$ cat src/rtl/fb_write_arbiter.sv
// Two-port round-robin write arbiter for a framebuffer, with a sweep-clear mode.
// Latency: an accepted write reaches o_we/o_waddr/o_wdata one cycle later; clear writes go out at one per cycle.
// Backpressure: o_ready is granted to at most one valid port per cycle and is held low while clearing.
module fb_write_arbiter #(
    parameter int                      p_depth       = 480,
    parameter int                      p_addr_width  = $clog2(p_depth),
    parameter int                      p_data_width  = 1,
    parameter logic [p_data_width-1:0] p_clear_value = '0
) (
    input  logic                    i_clk_pixel,
    input  logic                    i_rst_n,
    input  logic                    i_clear_req,
    input  logic [1:0]              i_valid,
    input  logic [p_addr_width-1:0] i_addr [2],
    input  logic [p_data_width-1:0] i_data [2],
    output logic [1:0]              o_ready,
    output logic                    o_we,
    output logic [p_addr_width-1:0] o_waddr,
    output logic [p_data_width-1:0] o_wdata,
    output logic                    o_busy,
    output logic                    o_clear_done,
    output logic [7:0]              o_drop_cnt
);

    typedef enum logic [1:0] {
        S_RUN   = 2'd0,
        S_CLEAR = 2'd1,
        S_DONE  = 2'd2
    } state_t;

    localparam logic [p_addr_width-1:0] last_addr = p_addr_width'(p_depth - 1);
    localparam logic [p_addr_width:0]   depth_w   = (p_addr_width + 1)'(p_depth);

    state_t                  state;
    state_t                  state_nxt;
    logic                    rr;
    logic [p_addr_width-1:0] clr_cnt;
    logic                    we_q;
    logic [p_addr_width-1:0] addr_q;
    logic [p_data_width-1:0] data_q;

    logic                    xfer;
    logic                    sel;
    logic [p_addr_width-1:0] sel_addr;
    logic [p_data_width-1:0] sel_data;
    logic                    in_range;

    // State register; reset aborts any sweep without a done pulse.
    always_ff @(posedge i_clk_pixel or negedge i_rst_n) begin
        if (!i_rst_n) begin
            state <= S_RUN;
        end else begin
            state <= state_nxt;
        end
    end

    // Next state and grant decode; grants are suppressed while reset is asserted.
    always_comb begin
        state_nxt = state;
        o_ready   = 2'b00;
        case (state)
            S_RUN: begin
                if (i_clear_req) begin
                    state_nxt = S_CLEAR;
                end else if (i_rst_n) begin
                    if (&i_valid) begin
                        o_ready[rr] = 1'b1;
                    end else begin
                        o_ready = i_valid;
                    end
                end
            end
            S_CLEAR: begin
                if (clr_cnt == last_addr) begin
                    state_nxt = S_DONE;
                end
            end
            S_DONE: begin
                state_nxt = S_RUN;
            end
            default: begin
                state_nxt = S_RUN;
            end
        endcase
    end

    assign xfer     = |o_ready;
    assign sel      = o_ready[1];
    assign sel_addr = i_addr[sel];
    assign sel_data = i_data[sel];
    assign in_range = ({1'b0, sel_addr} < depth_w);

    // Clear writes bypass the output register so the sweep has no bubble at its start.
    assign o_busy       = (state == S_CLEAR);
    assign o_clear_done = (state == S_DONE);
    assign o_we         = o_busy ? 1'b1 : we_q;
    assign o_waddr      = o_busy ? clr_cnt : addr_q;
    assign o_wdata      = o_busy ? p_clear_value : data_q;

    // Datapath: sweep counter, registered write port, round-robin pointer and drop counter.
    always_ff @(posedge i_clk_pixel or negedge i_rst_n) begin
        if (!i_rst_n) begin
            rr         <= 1'b0;
            clr_cnt    <= '0;
            we_q       <= 1'b0;
            addr_q     <= '0;
            data_q     <= '0;
            o_drop_cnt <= 8'd0;
        end else begin
            we_q <= 1'b0;
            if ((state == S_RUN) && i_clear_req) begin
                clr_cnt <= '0;
            end else if (state == S_CLEAR) begin
                // Track the sweep so the held address afterwards is the last one cleared.
                clr_cnt <= clr_cnt + 1'b1;
                addr_q  <= clr_cnt;
                data_q  <= p_clear_value;
            end
            if (xfer) begin
                rr <= ~sel;
                if (in_range) begin
                    we_q   <= 1'b1;
                    addr_q <= sel_addr;
                    data_q <= sel_data;
                end else if (o_drop_cnt != 8'hFF) begin
                    o_drop_cnt <= o_drop_cnt + 8'd1;
                end
            end
        end
    end

endmodule

$ cat config.mk
export PLATFORM = sky130hd
export DESIGN_NAME = fb_write_arbiter
export DESIGN_NICKNAME = d
export VERILOG_FILES = /design/src/rtl/fb_write_arbiter.sv
export SDC_FILE = /design/constraint.sdc
export NUM_CORES = 1
export LEC_CHECK = 0
export ABC_AREA = 1
export ABC_CLOCK_PERIOD_IN_PS = 1800
export CORE_MARGIN = 2
export CORE_UTILIZATION = 48
export DETAILED_ROUTE_END_ITERATION = 10
export PLACE_DENSITY = 0.83
export SLEW_MARGIN = 5
export SYNTH_ARGS = -nofsm -noshare
export SYNTH_HDL_FRONTEND = slang
export SYNTH_SLANG_ARGS = --single-unit
$ cat constraint.sdc
create_clock -name i_clk_pixel -period 1.8 [get_ports i_clk_pixel]
set_input_delay 0.36 -clock i_clk_pixel [delete_from_list [all_inputs] [get_ports i_clk_pixel]]
set_output_delay 0.36 -clock i_clk_pixel [all_outputs]
set_load 0.01 [all_outputs]
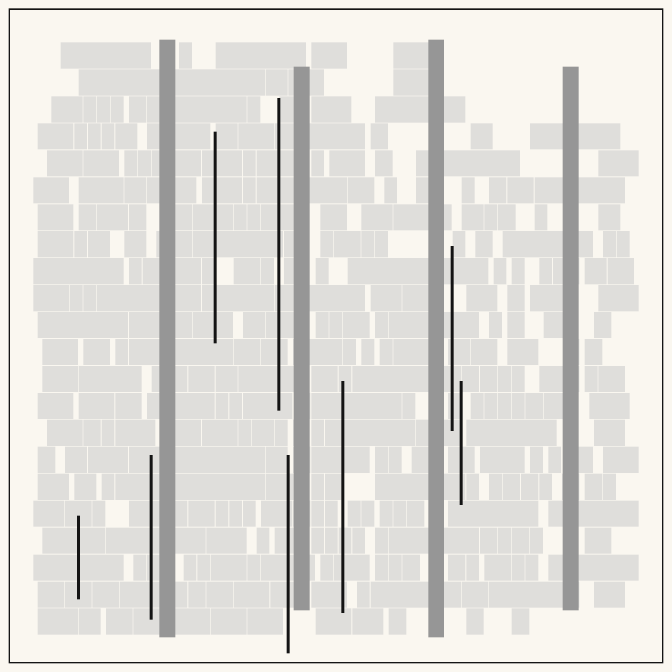
run_1/met4.png
Supply wires on this layer in grey.
longest straight run = 31.3 um
nets with wire on the layer = 8

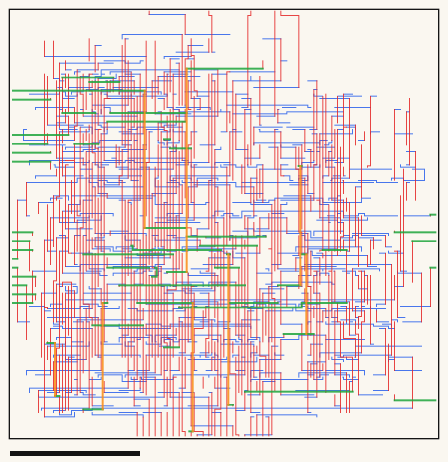
run_1/metal_stack.png
Bar = 20 um.
green -> met3  # wire length 330 um
blue -> met1  # wire length 2270 um
orange -> met4  # wire length 150 um
red -> met2  # wire length 3310 um

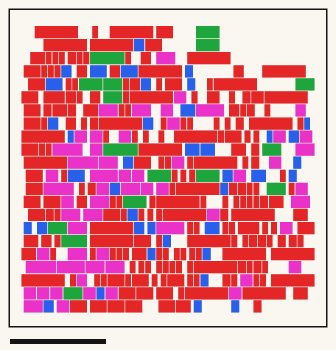
run_1/drive_strength.png
Bar = 20 um.
blue -> drive 2  # cells 39, share 12%
magenta -> drive 3 to 4  # cells 58, share 17%
green -> drive 6 and up  # cells 16, share 4.8%
red -> drive 1 or less  # cells 223, share 66%

[run 1: state kept, by name, summed over array words and instances, names as in the netlist]
| register | cells |
|---|---|
| state | 2 |
| rr | 1 |
| data_q | 1 |
| o_drop_cnt | 8 |
| clr_cnt | 9 |
| we_q | 1 |
| addr_q | 9 |
[run 1: worst min path at each step]
stage,startpoint,to,cells after the start,slack [ns]
finish,i_rst_n,rr$_DFFE_PN0N_,3,0.34
global route,i_rst_n,rr$_DFFE_PN0N_,3,0.38
CTS,i_rst_n,rr$_DFFE_PN0N_,3,0.33
detailed placement,clr_cnt[7]$_DFFE_PN0P_,clr_cnt[7]$_DFFE_PN0P_,1,0.47
global placement,clr_cnt[7]$_DFFE_PN0P_,clr_cnt[7]$_DFFE_PN0P_,1,0.47
floorplan,i_rst_n,addr_q[0]$_DFF_PN0_,0,0.06
[run 1: worst max-delay path, delay by kind of cell (launching register included)]
family | cells | cell delay (ns)
buffers and inverters | 4 | 0.52
DFF | 1 | 0.40
and+or+nand+nor | 9 | 0.96
[run 1: layout make-up]
type	instances	area, um2
Clock buffer	6	82.6
Clock inverter	1	5.00
Fill cell	239	753
Inverter	29	114
Multi-Input combinational cell	178	1080
Sequential cell	31	776
Tap cell	48	60.1
Timing Repair Buffer	91	790
[run 1: kinds of logic after synthesis]
kind of cell    Yosys count  share of synthesized area [%]
compound gates           22                           7.65
xor+xnor                  3                           1.43
fa+ha+maj                 2                           1.36
buf+inv                  35                           8.81
flops                    31                           42.3
mux                       1                          0.546
simple gates            148                           37.9
[run 1: metrics by stage]
step,util [%],power [mW],cell area (um2),instances
after floorplan,-,1.39,1830,242
after global placement,69.7,1.81,2550,361
after detailed placement,69.7,1.84,2550,361
after CTS,77.9,2.43,2850,382
after global routing,79.4,2.59,2910,384
final,79.4,2.46,2910,384
==> flow report, run 1 <==
STATUS
---------------------------------------------------------------------------------
Status ............................................................. finished with violations
Failing checks ..................................................... negative setup slack

GLOBAL ROUTING
---------------------------------------------------------------------------------
Fraction of met3 tracks used by global routing .....................        6.13%
Global-route wire length before repair .............................      9120 um
Most utilized layer in the global route result .....................         met2
Residual overflow from global routing ..............................            0
Grt met2 use .......................................................        51.0%
Maximum number of pins on one net before global-route repair .......           29

STA
---------------------------------------------------------------------------------
RSZ-0062 raised after global routing ...............................          yes
Final count of hold timing violations ..............................            0
Setup violators final ..............................................           19
Post-Route Skew ....................................................   0.00242 ns
Sum of negative setup slack ........................................     -1.82 ns
Smallest setup slack after layout ..................................    -0.179 ns
Fmax ...............................................................      505 MHz
WHS ................................................................     0.336 ns
Headroom to the max-slew limit .....................................        66.5%
Fin crit period ....................................................      1.98 ns

POWER AND IR DROP
---------------------------------------------------------------------------------
Register share of total power ......................................        39.0%
Power density cells ................................................   845 mW/mm2
Int Pwr ............................................................      1.59 mW
Power dissipated in combinational cells ............................     0.936 mW
Switching power ....................................................     0.864 mW
Reported sequential group power ....................................     0.960 mW
Clk. pwr ...........................................................     0.562 mW
Fraction of power spent switching nets .............................        35.1%

CRITICAL PATH
---------------------------------------------------------------------------------
Worst-path fanout max ..............................................            6
Kind of start point of the critical path ...........................         flop
Signal arrival time at the worst endpoint ..........................      2.16 ns
Crit. Startpoint ................................................... state[1]$_DFFE_PN0P_
Crit-path slowest cell ............................................. sky130_fd_sc_hd__dfrtp_1
Required time of the worst setup path ..............................      1.98 ns
Critical path endpoint category ....................................         flop
Worst R2R End ...................................................... o_drop_cnt[7]$_DFFE_PN0P_
Stage delay of the slowest cell on the critical path ...............      0.40 ns
Crit path cell chain ............................................... buf_6, inv_4, nand2_4, nor2_4, buf_6, nand3_4, nand2_4, nand2_4, nor2_4, buf_12, nand3_1, nand2_1, nand2_1
Register-to-register setup slack ...................................     -0.18 ns

CLOCK TREE
---------------------------------------------------------------------------------
Hold-fix buffer count after cts ....................................            0
Clock Latency Late Sink ............................................      0.28 ns
Clock net sink count ...............................................           31
Max Root-Sink Buffers ..............................................            2
Clock slew seen by the registers of the worst setup and hold paths .      0.07 ns
CTS tree ...........................................................         done
Gates resized, CTS repair ..........................................           86

FINAL LAYOUT
---------------------------------------------------------------------------------
Top logic cell by instance count in the layout ..................... sky130_fd_sc_hd__nand2_1
Area growth, synth to finish .......................................        58.6%

YOSYS
---------------------------------------------------------------------------------
Yosys-reported design area after synthesis .........................  0.00183 mm2
Ys async rst share .................................................         100%
Synth area leaders ................................................. sky130_fd_sc_hd__dfrtp_1 (42%), sky130_fd_sc_hd__nand2_1 (18%), sky130_fd_sc_hd__nand3_1 (5.5%)
Area of the mapped netlist .........................................  0.00183 mm2
Number of flip-flops and latches in the synthesized netlist ........           31
Tally of unique sky130hd cells used after synthesis ................           32
Gate count after technology mapping ................................          242
Post-synthesis area per instance ...................................     7.57 um2
Library cell occupying the most area in the post-synthesis netlist . sky130_fd_sc_hd__dfrtp_1
Portion of the post-synthesis area used by sequential elements .....        42.3%

PLACE
---------------------------------------------------------------------------------
Setup WS pre-CTS ...................................................    -0.465 ns
RePlAce Congestion .................................................        0.889

DIE
---------------------------------------------------------------------------------
Number of placed I/O pins ..........................................           48
Pre-placement core utilization .....................................        50.1%
Row cnt ............................................................           22
Area inside the core boundary ......................................  0.00366 mm2

DRT
---------------------------------------------------------------------------------
Met2 routed WL .....................................................      3310 um
Via count of the routed design .....................................         2042
Detailed-routing iteration count for the pre-antenna-repair pass ...            4
Met3 wire len ......................................................       329 um
Routed len/inst ....................................................      15.8 um
Total routed wirelength ............................................      6060 um

MIN PATH
---------------------------------------------------------------------------------
Worst Hold Class ................................................... input pin to async pin

run_1/final_placement.png
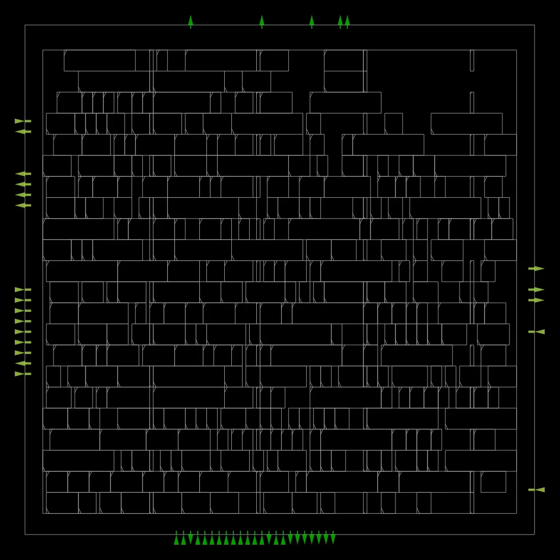

==> run 1 -> run 2 <==
- CORE_MARGIN: 2 -> default
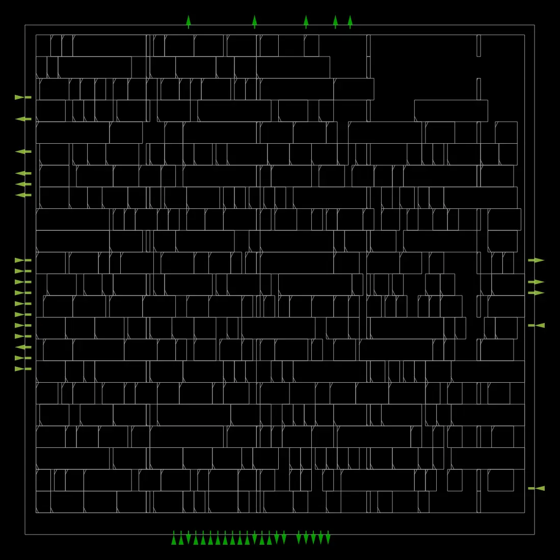
run_2/final_placement.png
sequential cell count: 31
fillers: 231
register share of the cell area: 26.3%

==> run 2 against run 1 <==
The run still ends with negative setup slack left. Global-route usage is 0.17 points higher. Critical path depth is 2 higher. Final area is 1.5% higher. Hold slack worse by 0.14 ns. Total power is 0.82% higher. Worst setup slack worse by 0.014 ns. Clock power is 3% higher. Critical path type unchanged. Critical endpoint is now data_q$_DFF_PN0_. Highest routed layer unchanged.
==> flow report, run 2 <==
POWER AND IR DROP
---------------------------------------------------------------------------------
Switching power ....................................................     0.855 mW   -1.0%
Power dissipated in combinational cells ............................     0.943 mW   +0.7%
Power density cells ................................................   840 mW/mm2   -0.67%
Register share of total power ......................................        38.6%   -0.4 points
Clk. pwr ...........................................................     0.578 mW   +3%
Int Pwr ............................................................      1.62 mW   +1.8%
Overall power ......................................................      2.48 mW   +0.82%
Fraction of power spent switching nets .............................        34.5%   -0.64 points

STA
---------------------------------------------------------------------------------
Fin crit period ....................................................      1.99 ns   +0.0136 ns
Headroom to the max-slew limit .....................................        60.2%   -6.2 points
Smallest setup slack after layout ..................................    -0.193 ns   -0.0136 ns
Final count of hold timing violations ..............................            0   unchanged
Setup violators final ..............................................           24   +5
RSZ-0062 raised after global routing ...............................          yes

CRITICAL PATH
---------------------------------------------------------------------------------
Register-to-register setup slack ...................................     -0.19 ns   about the same
Cell family with the largest share of critical-path delay .......... simple AND/OR/NAND/NOR gates
Required time of the worst setup path ..............................      2.03 ns   +0.05 ns
Crit-path slowest cell ............................................. sky130_fd_sc_hd__dfrtp_1
Worst-path fanout max ..............................................            6   unchanged
CP bufs+invs .......................................................            5   +1
Critical path endpoint category ....................................         flop
Signal arrival time at the worst endpoint ..........................      2.22 ns   +0.06 ns
Crit path cell chain ............................................... inv_2, buf_6, nand2_4, nor2_4, buf_6, nand2_4, buf_6, nand2_2, nand2_2, nand2_4, nor2_4, buf_4, nor2_4, nand2_1, nand2_1
Worst R2R End ...................................................... data_q$_DFF_PN0_

YOSYS
---------------------------------------------------------------------------------
Tally of unique sky130hd cells used after synthesis ................           32   unchanged
Ys async rst share .................................................         100%   unchanged
Adder-Cell Fraction of Synth Area ..................................        1.37%   unchanged
Synth area leaders ................................................. sky130_fd_sc_hd__dfrtp_1 (42%), sky130_fd_sc_hd__nand2_1 (18%), sky130_fd_sc_hd__nand3_1 (5.5%)
Portion of the post-synthesis area used by sequential elements .....        42.3%   unchanged
Number of flip-flops and latches in the synthesized netlist ........           31   unchanged
Area of the mapped netlist .........................................  0.00183 mm2   unchanged
Yosys-reported design area after synthesis .........................  0.00183 mm2   unchanged
Gate count after technology mapping ................................          242   unchanged
Top logic cell family in the synthesized netlist ................... simple AND/OR/NAND/NOR gates
Library cell occupying the most area in the post-synthesis netlist . sky130_fd_sc_hd__dfrtp_1
Xor and xnor fraction of the mapped netlist area ...................        1.43%   unchanged
Complex-gate fraction of the synthesized area ......................        7.65%   unchanged
Area fraction in mux cells .........................................       0.546%   unchanged
Simple-Gate Fraction of Synth Area .................................        37.9%   unchanged

DRT
---------------------------------------------------------------------------------
Routed len/inst ....................................................      15.2 um   -3.3%
Detailed-routing iteration count for the pre-antenna-repair pass ...            4   unchanged
Met2 routed WL .....................................................      3160 um   -4.6%
Via count of the routed design .....................................         2067   +1.2%
Met3 wire len ......................................................       283 um   -14%

GLOBAL ROUTING
---------------------------------------------------------------------------------
Maximum number of pins on one net before global-route repair .......           31   +6.9%
Global-route wire length before repair .............................      8720 um   -4.4%
Residual overflow from global routing ..............................            0   unchanged

DIE
---------------------------------------------------------------------------------
Number of placed I/O pins ..........................................           48   unchanged
Pre-placement core utilization .....................................        50.1%   unchanged

FINAL LAYOUT
---------------------------------------------------------------------------------
Final non-filler cell total ........................................          389   +1.3%
Post-Route Utilization .............................................        80.6%   +1.2 points
Biggest regs ....................................................... addr_q (9), clr_cnt (9), o_drop_cnt (8)
Top logic cell by instance count in the layout ..................... sky130_fd_sc_hd__nand2_1

PLACE
---------------------------------------------------------------------------------
RePlAce Congestion .................................................        0.868   -2.4%
Setup WS pre-CTS ...................................................    -0.500 ns   -0.0357 ns
Cell total after placement .........................................          366   +1.4%

STATUS
---------------------------------------------------------------------------------
Failing checks ..................................................... negative setup slack
Status ............................................................. finished with violations

CLOCK TREE
---------------------------------------------------------------------------------
CTS tree ...........................................................         done
Clock Latency Late Sink ............................................      0.28 ns   about the same
Max Root-Sink Buffers ..............................................            2   unchanged

==> run 2: cell counts after synthesis <==
No cell type changed its count.
==> run 2: repair_timing <==
item,4_1_cts,5_1_grt
buffers inserted,12,4
gates cloned,2,0
gates resized,90,19
endpoints found under the setup margin,33,32
hold buffers,0,0
pin swaps,15,20
==> run 2: layer usage <==
layer  vias to the layer above  global-route usage, %
met1                       999                   30.8
met3                        17                   5.71
met4                         0                   11.6
met2                        78                   52.7
met5                         -                      0
li1                        973                      -
==> run 2: how the worst max path moves through the flow <==
stage / start / end / slack, ns / depth (start not counted)
after global routing: state[0]$_DFFE_PN0P_ / addr_q[7]$_DFF_PN0_ / -0.27 / 14
after detailed placement: i_rst_n / o_drop_cnt[1]$_DFFE_PN0P_ / -0.50 / 12
after floorplan: state[0]$_DFFE_PN0P_ / o_drop_cnt[5]$_DFFE_PN0P_ / 0.29 / 11
after CTS: state[1]$_DFFE_PN0P_ / addr_q[8]$_DFF_PN0_ / -0.10 / 15
final: state[0]$_DFFE_PN0P_ / data_q$_DFF_PN0_ / -0.19 / 15
after global placement: i_rst_n / o_ready[0] / -0.40 / 5
==> run 2: metrics by stage <==
step	area (um2)	hold slack, ns	setup TNS (ns)
finish	2950	0.195	-2.68
global route	2950	0.210	-4.85
CTS	2870	0.195	-1.08
detailed placement	2590	0.474	-10.35
global placement	2590	0.466	-8.76
floorplan	1830	0.0644	0
==> run 2: cell type report <==
| cell class | count | share of cell area [%] |
|---|---|---|
| clock inverter | 1 | 0.170 |
| sequential | 31 | 26.3 |
| clock buffer | 6 | 2.80 |
| multi-input combinational | 177 | 35.3 |
| tap | 48 | 2.03 |
| timing repair buffer | 97 | 29.5 |
| inverter | 29 | 3.86 |
run_2/metal_stack.png
Bar = 20 um.
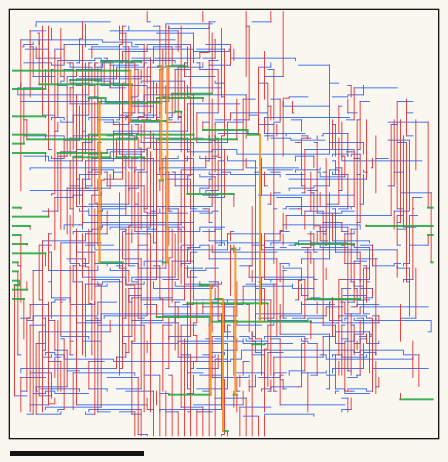

==> run 2 -> run 3 <==
- CORE_MARGIN: default -> 3
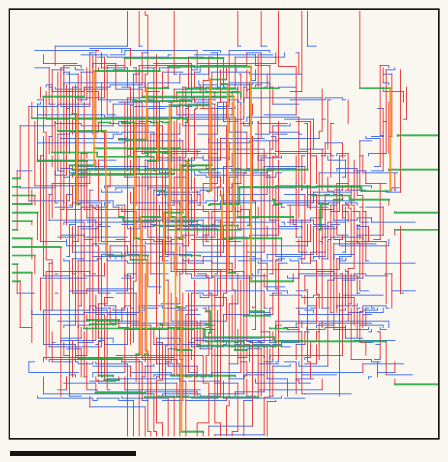
run_3/metal_stack.png
Bar = 20 um.
red -> met2  # wire length 3610 um
green -> met3  # wire length 619 um
orange -> met4  # wire length 341 um
blue -> met1  # wire length 2730 um

==> run 3 against run 2 <==
The run still ends with negative setup slack left. Sequential share of layout area decreased by 0.59 points. Final area increased by 2.3%. Routed wire length increased by 23%. Global-route usage decreased by 0.62 points. Die size increased by 13%. Sequential power increased by 0.4%. First-iteration DRC count increased by 35%. Critical path type unchanged. Critical endpoint is now o_drop_cnt[2]$_DFFE_PN0P_.
==> flow report, run 3 <==
STATUS
---------------------------------------------------------------------------------
Status ............................................................. finished with violations
Failing checks ..................................................... negative setup slack

FINAL LAYOUT
---------------------------------------------------------------------------------
Post-Route Utilization .............................................        86.4%   +5.8 points
Final non-filler cell total ........................................          389   unchanged
Fillers ............................................................          173   -25%
Top logic cell by instance count in the layout ..................... sky130_fd_sc_hd__nand2_1
Post-layout nets ...................................................          370

DRT
---------------------------------------------------------------------------------
Routed len/inst ....................................................      18.8 um   +23%
Detailed-routing iteration count for the pre-antenna-repair pass ...            4   unchanged
Via count of the routed design .....................................         2229   +7.8%

CRITICAL PATH
---------------------------------------------------------------------------------
Register-to-register setup slack ...................................     -0.14 ns   +0.05 ns
Signal arrival time at the worst endpoint ..........................      2.17 ns   -0.05 ns
Dominant cell type by count on the critical path ................... sky130_fd_sc_hd__nand2_4
Crit-path slowest cell ............................................. sky130_fd_sc_hd__dfrtp_1
Required time of the worst setup path ..............................      2.02 ns   about the same
Instance count on the critical path ................................           12   -3
Worst R2R End ...................................................... o_drop_cnt[2]$_DFFE_PN0P_
Cell family with the largest share of critical-path delay .......... simple AND/OR/NAND/NOR gates
Worst-path fanout max ..............................................            6   unchanged
Crit. Startpoint ................................................... state[1]$_DFFE_PN0P_
CP bufs+invs .......................................................            4   -1
Critical path endpoint category ....................................         flop
Crit path cell chain ............................................... buf_6, inv_4, nand2_4, nor2_4, buf_6, nand3_4, nand2_4, nand2_4, nor2_4, clkbuf_16, nand4_1, nand2_1

CLOCK TREE
---------------------------------------------------------------------------------
Hold-fix buffer count after cts ....................................            0   unchanged
Max Root-Sink Buffers ..............................................            2   unchanged
CTS tree ...........................................................         done

DIE
---------------------------------------------------------------------------------
Number of placed I/O pins ..........................................           48   unchanged
Pre-placement core utilization .....................................        52.5%   +2.4 points

YOSYS
---------------------------------------------------------------------------------
Gate count after technology mapping ................................          242   unchanged
Library cell occupying the most area in the post-synthesis netlist . sky130_fd_sc_hd__dfrtp_1
Yosys-reported design area after synthesis .........................  0.00183 mm2   unchanged
Ys async rst share .................................................         100%   unchanged
Synth area leaders ................................................. sky130_fd_sc_hd__dfrtp_1 (42%), sky130_fd_sc_hd__nand2_1 (18%), sky130_fd_sc_hd__nand3_1 (5.5%)
Tally of unique sky130hd cells used after synthesis ................           32   unchanged
Number of flip-flops and latches in the synthesized netlist ........           31   unchanged
Area of the mapped netlist .........................................  0.00183 mm2   unchanged
Number of standard cells reported by yosys .........................          242

STA
---------------------------------------------------------------------------------
Setup violators final ..............................................           24   unchanged
RSZ-0062 raised after global routing ...............................          yes
Smallest setup slack after layout ..................................    -0.143 ns   +0.0498 ns
Headroom to the max-slew limit .....................................        62.2%   +1.9 points
Fin crit period ....................................................      1.94 ns   -0.0498 ns
Final count of hold timing violations ..............................            0   unchanged
WHS ................................................................     0.343 ns   +0.149 ns

GLOBAL ROUTING
---------------------------------------------------------------------------------
Maximum number of pins on one net before global-route repair .......           30   -3.2%
Residual overflow from global routing ..............................            0   unchanged

PLACE
---------------------------------------------------------------------------------
Cell total after placement .........................................          358   -2.2%
RePlAce Congestion .................................................        0.922   +6.2%

POWER AND IR DROP
---------------------------------------------------------------------------------
Power density cells ................................................   833 mW/mm2   -0.78%

run 3: layout make-up:
class | instances | area, um2 | share of cell area [%]
Clock buffer | 6 | 82.6 | 2.74
Clock inverter | 1 | 5.00 | 0.166
Inverter | 29 | 114 | 3.77
Multi-Input combinational cell | 177 | 1080 | 35.8
Sequential cell | 31 | 776 | 25.7
Tap cell | 46 | 57.6 | 1.91
Timing Repair Buffer | 99 | 902 | 29.9
run 3: power breakdown:
part	internal, mW	switching [mW]
Sequential	0.863	0.0973
Clock	0.300	0.268
Combinational	0.444	0.543
Total	1.61	0.908
run 3: per-layer routing:
metal	vias to the layer above	global-route usage, %	share of wire (%)
met4	0	15.1	4.7
met3	44	7.32	8.5
met5	-	0	0
li1	974	-	-
met2	144	47.5	49
met1	1067	30.9	37
run 3: kinds of logic (layout without fill, tap and decap cells):
family | after synthesis | after routing | synth area share [%]
compound gates | 22 | 23 | 7.65
fa+ha+maj | 2 | 2 | 1.36
xor+xnor | 3 | 3 | 1.43
mux | 1 | 1 | 0.546
simple gates | 148 | 148 | 37.9
buf+inv | 35 | 135 | 8.81
flops | 31 | 31 | 42.3
run 3: repair_timing:
action                                  in CTS  in global routing
cloned                                       1                  1
endpoints found under the setup margin      33                 26
pin swaps                                   13                 21
resized                                     82                 34
hold endpoints to repair                     0                  0
setup buffers                               13                  9
run 3: metrics by stage:
step / instance area (um2) / total power [mW] / worst slack [ns]
floorplan: 1830 / 1.39 / 0.290
global placement: 2540 / 1.79 / -0.433
detailed placement: 2540 / 1.82 / -0.486
CTS: 2810 / 2.40 / -0.0956
global route: 3020 / 2.65 / -0.175
finish: 3020 / 2.52 / -0.143
Power figures rest on the tool's default switching activity, not on a simulated workload.
